`config.mk`:
```
export PLATFORM = sky130hd
export DESIGN_NAME = bus_packetizer_flat
export DESIGN_NICKNAME = d
export VERILOG_FILES = /design/src/rtl/bus_packetizer_pkg.sv /design/src/rtl/bus_packetizer_if.sv /design/src/rtl/bus_packetizer_packet_buffer.sv /design/src/rtl/bus_packetizer.sv /design/src/flat_wrapper.sv
export SDC_FILE = /design/constraint.sdc
export NUM_CORES = 1
export LEC_CHECK = 0
export ABC_AREA = 1
export CAP_MARGIN = 0
export CORE_ASPECT_RATIO = 1.1
export CORE_MARGIN = 4
export CORE_UTILIZATION = 37
export DETAILED_ROUTE_END_ITERATION = 7
export PLACE_DENSITY_LB_ADDON = 0.3
export SLEW_MARGIN = 30
export SYNTH_ARGS = -nofsm -noshare
export SYNTH_HDL_FRONTEND = slang
export SYNTH_SLANG_ARGS = --single-unit
```
`constraint.sdc`:
```
create_clock -name CLK -period 4.8 [get_ports CLK]
set_clock_uncertainty 0.05 [all_clocks]
set_input_delay 0.48 -clock CLK [delete_from_list [all_inputs] [get_ports CLK]]
set_output_delay 0.48 -clock CLK [all_outputs]
set_load 0.005 [all_outputs]
```
`src/rtl/bus_packetizer_pkg.sv`:
```
// Shared types and header field layout for the bus packetizer.
// The header word carries the sequence number, the overflow flag and the beat count.
package bus_packetizer_pkg;

   typedef enum logic [1:0] {
      FILL    = 2'd0,
      DROP    = 2'd1,
      HEADER  = 2'd2,
      PAYLOAD = 2'd3
   } state_t;

   localparam int unsigned HDR_SEQ_MSB = 31;
   localparam int unsigned HDR_SEQ_LSB = 24;
   localparam int unsigned HDR_ERR_BIT = 23;
   localparam int unsigned HDR_CNT_MSB = 15;

endpackage

```
`src/rtl/bus_packetizer_if.sv`:
```
// Handshake bundle between the serializer, the packetizer and the downstream bus.
// The packetizer connects through the slave modport; its driver uses master.
interface bus_packetizer_if;

   logic        clear__ENA;
   logic        clear__RDY;
   logic        in_enq__ENA;
   logic        in_enq__RDY;
   logic [31:0] in_enq_v;
   logic        in_enq_last;
   logic        out_enq__ENA;
   logic        out_enq__RDY;
   logic [31:0] out_enq_v;

   modport slave (
      input  clear__ENA,
      input  in_enq__ENA,
      input  in_enq_v,
      input  in_enq_last,
      input  out_enq__RDY,
      output clear__RDY,
      output in_enq__RDY,
      output out_enq__ENA,
      output out_enq_v
   );

   modport master (
      output clear__ENA,
      output in_enq__ENA,
      output in_enq_v,
      output in_enq_last,
      output out_enq__RDY,
      input  clear__RDY,
      input  in_enq__RDY,
      input  out_enq__ENA,
      input  out_enq_v
   );

endinterface

```
`src/rtl/bus_packetizer_packet_buffer.sv`:
```
// Payload store: DEPTH x 32 register array, one synchronous write port and one
// asynchronous read port. Contents are not reset.
module packet_buffer #(
   parameter  int unsigned DEPTH = 8,
   localparam int unsigned AW    = $clog2(DEPTH)
) (
   input  logic          CLK,
   input  logic          we,
   input  logic [AW-1:0] waddr,
   input  logic [31:0]   wdata,
   input  logic [AW-1:0] raddr,
   output logic [31:0]   rdata
);

   logic [31:0] mem [DEPTH];

   always_ff @(posedge CLK) begin
      if (we) begin
         mem[waddr] <= wdata;
      end
   end

   assign rdata = mem[raddr];

endmodule

```
`src/rtl/bus_packetizer.sv`:
```
// Collects 32-bit beats until the last one, then emits a header word followed by the
// buffered payload. Messages longer than DEPTH are truncated and flagged in the header.
module bus_packetizer
   import bus_packetizer_pkg::*;
#(
   parameter  int unsigned DEPTH = 8,
   localparam int unsigned CW    = $clog2(DEPTH) + 1
) (
   input  logic             CLK,
   input  logic             nRST,
   bus_packetizer_if.slave  bus
);

   state_t         state;
   logic [CW-1:0]  count;
   logic [CW-2:0]  rd;
   logic [7:0]     seq;
   logic           err;
   logic [31:0]    rd_data;
   logic [31:0]    hdr;
   logic [31:0]    out_v;
   logic           buf_we;

   assign bus.clear__RDY   = 1'b1;
   assign bus.in_enq__RDY  = (state == FILL) || (state == DROP);
   assign bus.out_enq__ENA = bus.out_enq__RDY && ((state == HEADER) || (state == PAYLOAD));
   assign bus.out_enq_v    = out_v;

   // Writes only happen in FILL, where count is always below DEPTH.
   assign buf_we = bus.in_enq__ENA && (state == FILL);

   packet_buffer #(
      .DEPTH (DEPTH)
   ) u_packet_buffer (
      .CLK   (CLK),
      .we    (buf_we),
      .waddr (count[CW-2:0]),
      .wdata (bus.in_enq_v),
      .raddr (rd),
      .rdata (rd_data)
   );

   always_comb begin
      hdr                           = '0;
      hdr[HDR_SEQ_MSB:HDR_SEQ_LSB]  = seq;
      hdr[HDR_ERR_BIT]              = err;
      hdr[HDR_CNT_MSB:0]            = 16'(count);
   end

   always_comb begin
      out_v = '0;
      unique case (state)
         HEADER:  out_v = hdr;
         PAYLOAD: out_v = rd_data;
         default: out_v = '0;
      endcase
   end

   always_ff @(posedge CLK or negedge nRST) begin
      if (!nRST) begin
         state <= FILL;
         count <= '0;
         rd    <= '0;
         seq   <= '0;
         err   <= 1'b0;
      end else if (bus.clear__ENA) begin
         // Abort wins over any handshake in the same cycle; seq is kept.
         state <= FILL;
         count <= '0;
         rd    <= '0;
         err   <= 1'b0;
      end else begin
         unique case (state)
            FILL: begin
               if (bus.in_enq__ENA) begin
                  count <= count + 1'b1;
                  if (bus.in_enq_last) begin
                     state <= HEADER;
                     err   <= 1'b0;
                  end else if (count == CW'(DEPTH - 1)) begin
                     state <= DROP;
                  end
               end
            end
            DROP: begin
               if (bus.in_enq__ENA && bus.in_enq_last) begin
                  state <= HEADER;
                  err   <= 1'b1;
               end
            end
            HEADER: begin
               if (bus.out_enq__RDY) begin
                  rd    <= '0;
                  state <= PAYLOAD;
               end
            end
            PAYLOAD: begin
               if (bus.out_enq__RDY) begin
                  if ({1'b0, rd} == count - 1'b1) begin
                     state <= FILL;
                     count <= '0;
                     rd    <= '0;
                     err   <= 1'b0;
                     seq   <= seq + 1'b1;
                  end else begin
                     rd <= rd + 1'b1;
                  end
               end
            end
            default: state <= FILL;
         endcase
      end
   end

endmodule
```
`src/flat_wrapper.sv`:
```
// flat-port wrapper written by rule: the top's interface ports become plain ports
module bus_packetizer_flat import bus_packetizer_pkg::*;
#(
   parameter  int unsigned DEPTH = 8,
   localparam int unsigned CW    = $clog2(DEPTH) + 1
)
  (CLK, nRST, bus_clear__ENA, bus_in_enq__ENA, bus_in_enq_v, bus_in_enq_last, bus_out_enq__RDY, bus_clear__RDY, bus_in_enq__RDY, bus_out_enq__ENA, bus_out_enq_v);
  bus_packetizer_if bus_i ();
  input  logic CLK;
  input  logic nRST;
  input wire logic [$bits(bus_i.clear__ENA)-1:0] bus_clear__ENA;
  input wire logic [$bits(bus_i.in_enq__ENA)-1:0] bus_in_enq__ENA;
  input wire logic [$bits(bus_i.in_enq_v)-1:0] bus_in_enq_v;
  input wire logic [$bits(bus_i.in_enq_last)-1:0] bus_in_enq_last;
  input wire logic [$bits(bus_i.out_enq__RDY)-1:0] bus_out_enq__RDY;
  output wire logic [$bits(bus_i.clear__RDY)-1:0] bus_clear__RDY;
  output wire logic [$bits(bus_i.in_enq__RDY)-1:0] bus_in_enq__RDY;
  output wire logic [$bits(bus_i.out_enq__ENA)-1:0] bus_out_enq__ENA;
  output wire logic [$bits(bus_i.out_enq_v)-1:0] bus_out_enq_v;
  assign bus_i.clear__ENA = bus_clear__ENA;
  assign bus_i.in_enq__ENA = bus_in_enq__ENA;
  assign bus_i.in_enq_v = bus_in_enq_v;
  assign bus_i.in_enq_last = bus_in_enq_last;
  assign bus_i.out_enq__RDY = bus_out_enq__RDY;
  assign bus_clear__RDY = bus_i.clear__RDY;
  assign bus_in_enq__RDY = bus_i.in_enq__RDY;
  assign bus_out_enq__ENA = bus_i.out_enq__ENA;
  assign bus_out_enq_v = bus_i.out_enq_v;
  bus_packetizer #(.DEPTH(DEPTH)) u_core (.CLK(CLK), .nRST(nRST), .bus(bus_i));
endmodule
```
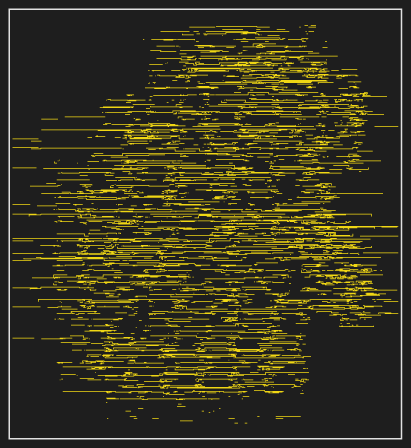
**Above:** metal 1.
The layer carries 12200 um of wire. The layer holds 46% of the routed length.

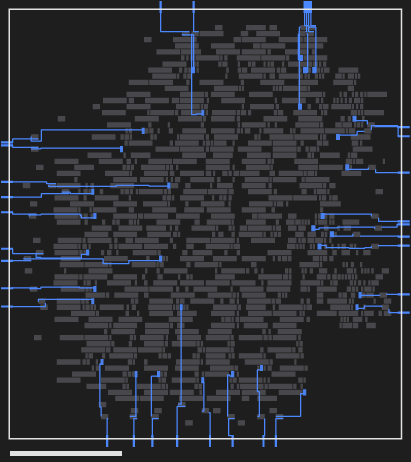
**Above:** wires at chosen ports, followed through buffers.
Scale bar: 50 um.
Blue stands for `bus_out_enq_v`, bits 32, direction output, edge 9 east, 9 west, 8 south, 6 north, end cells 32, buffers 32, wire 1240 um.
number of port buffers: 71
IO Pins: 73

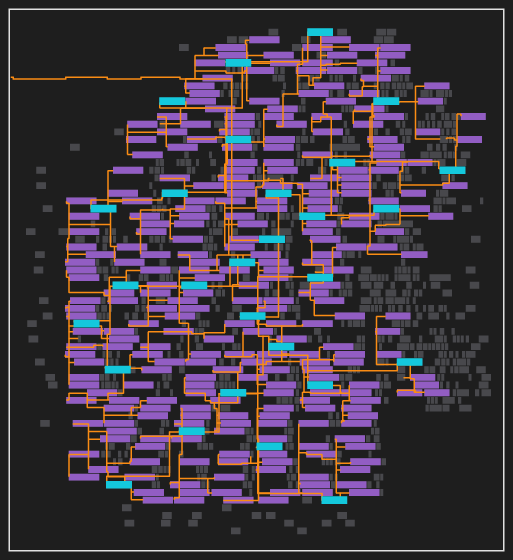
**Above:** clock network drawn from the DEF.
Cyan stands for cells driving clock nets, count 28. Orange stands for clock wires, length 3050 um. Purple stands for flip-flops, count 274.
There are 29 routed clock nets.
Clock Power Share: 35.8%
clock latency at the later pin of the worst-skew pair: 540 ps

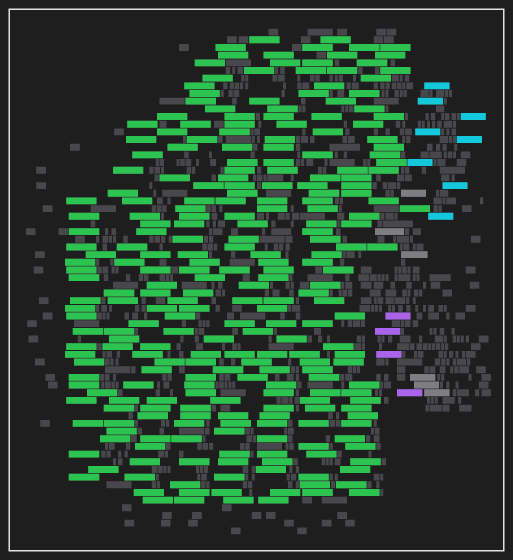
**Above:** where the registers sit.
Other sequential cells in the stronger grey, the rest of the logic in the fainter grey.
Purple stands for `u_core.count`, flops 4, where east. Cyan stands for `u_core.seq`, flops 8, where north-east. Green stands for `u_core.u_packet_buffer.mem`, flops 256.
Another 6 sequential cells are not coloured.
register area: 0.00814 mm^2
utilization after layout: 44.6%
fraction of area in registers: 61.1%

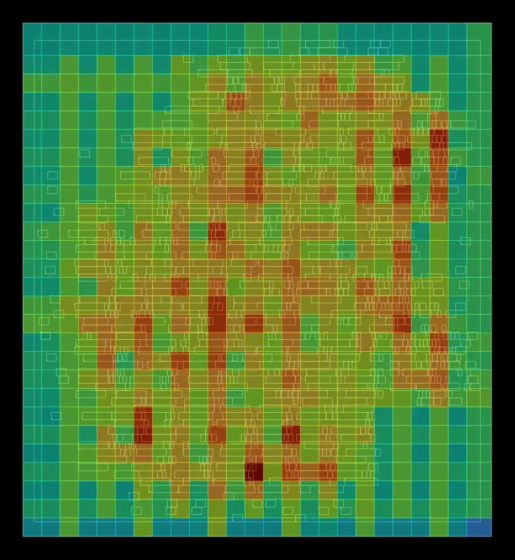
**Above:** routing congestion.
Most Crowded Layer GR: met2
met3 usage: 2.95%
Total Routing Usage GR: 15.4%
per-cell routed wire length: 18.7 um

==> Changelog: implementation <==
## Implementation

* CTS sink cnt at 274
* Core ar. at 0.0299 mm^2
* Commonest cells in the netlist: edfxtp_1 (256), nor2_1 (206), o21ai_0 (143)
* R2r startpoint: u_core.rd[0]
* EDFF count, synth at 256
* Commonest Layout Cell: edfxtp_1
* Initial antenna violation count at 2
* Crit path kind: flop to primary output
* Layout cell share with drive strength beyond 1 at 9.38%
* Leakage at 0.00445 uW
* Comb area leader: AND-OR/OR-AND gates
* Largest Register: u_core.u_packet_buffer.mem
* Logic Gate Count at 561
* DR vias at 7231
* PD cells at 433 mW/mm^2
* Status: finished clean
* Met1 GRT Util at 22.4%
* Die Width at 175 um
* CTS buffer count at 28
* Top cell class by occupied area: flip-flops and latches
* Yosys chip area at 0.0113 mm^2
* Fmax at 243 MHz
* Number of global-route vias before repair at 6973
* Top sig layer: met5
* First-pass GRT wire length at 40500 um
* Critical-path cell list: clkinv_2 -> buf_12 -> nor2_1 -> nor2_1 -> o21ai_0 -> o211ai_1 -> nand3_1 -> o21ai_0 -> clkdlybuf4s50_1
* Cell Count Post-Placement at 1358
* Largest register FFs at 256
* Logic share of the area at 21.2%
* Largest net degree at the start of global routing at 81
* Floorplan Nets at 966
* Tool warning count at 30
* Ao+oa area frac at 12.0%
* Worst R2R Path Depth at 8
* Adder-cell area share of the yosys netlist at 0.884%
* Synth area leaders: edfxtp_1 (68%), nor2_1 (6.8%), o21ai_0 (6.3%), dfrtp_1 (4.0%), o22ai_1 (2.2%)
* Reg power frac at 50.9%
* Reg2Reg Setup Slack at 1840 ps
* FF-to-FF End: u_core.seq[3]
* Final setup vio count at 0
* Largest regs: u_core.u_packet_buffer.mem (256), u_core.seq (8), u_core.count (4)
* Worst slack at placement at 1220 ps
* Drt first pass iters at 5
* Max Cap Viol at 0
* XORs/XNORs by Area at 0.542%
* Count leader, synth: edfxtp_1
* Min-Delay Path Class: input port to asynchronous set/reset pin
* Slew Limit Fails at 0
* Unrepaired setup endpoints after global routing: false
* DRT iter0 DRCs at 518
* Slew Limit Headroom at 39.7%
* Minimum clock period at 4110 ps
* Final Instance Count excl. Fillers at 1411
* Fillers at 2718
* Fin area at 0.0133 mm^2
* P_int at 4300 uW
* Commonest flop: edfxtp_1
* Post-Syn Area per Cell at 12.3 um^2
* Simple Share, Synth at 11.1%
* Post-synth top area cell: edfxtp_1
* Post-layout period usage at 85.6%
* Max VDD drop at 0.251 mV
* Clk pin slew, worst setup/hold paths at 60 ps
* Yosys reg bits at 274
* Yosys stat cell total at 920
* Final hold violation count at 0
* Net Sw Power at 1460 uW
* Seq share, synth at 71.9%
* Post-CTS setup repair buffer count at 0
* Floorplan Utilization at 37.9%
* Final-stage net count at 1027
* Worst Tran Pin Value at 902 ps
* Die height at 191 um
* Inverter count at 28
* WL met3 at 1550 um
* Vias/cell at 5.12
* Comb pwr at 767 uW
* Well Taps at 408
* Antenna Diode Count at 1
* DRT Wirelength at 26400 um
* FP Rows at 66
* Seq cells at 274
* CTS root buffer: clkbuf_16
* Top pwr grp: sequential cells
* Power Sequential at 2940 uW
* Top cell area share at 67.9%
* Clk cell area share at 6.64%
* CP max stage delay at 780 ps
* Final TNS setup at 0 ps
* Cts-stage hold buffer count at 0
* CTS resizes at 0
* Switching fraction of total power at 25.4%
* Critical path depth at 9
* Setup crit end kind: primary output
* H-tree level count at 1
* Synthesis-to-finish area growth at 17.7%
* GPL Wtd Cong at 0.796
* P_clk at 2060 uW
* Unique cell types at 37
* CTS tree: built
Power and IR drop assume default switching activity.
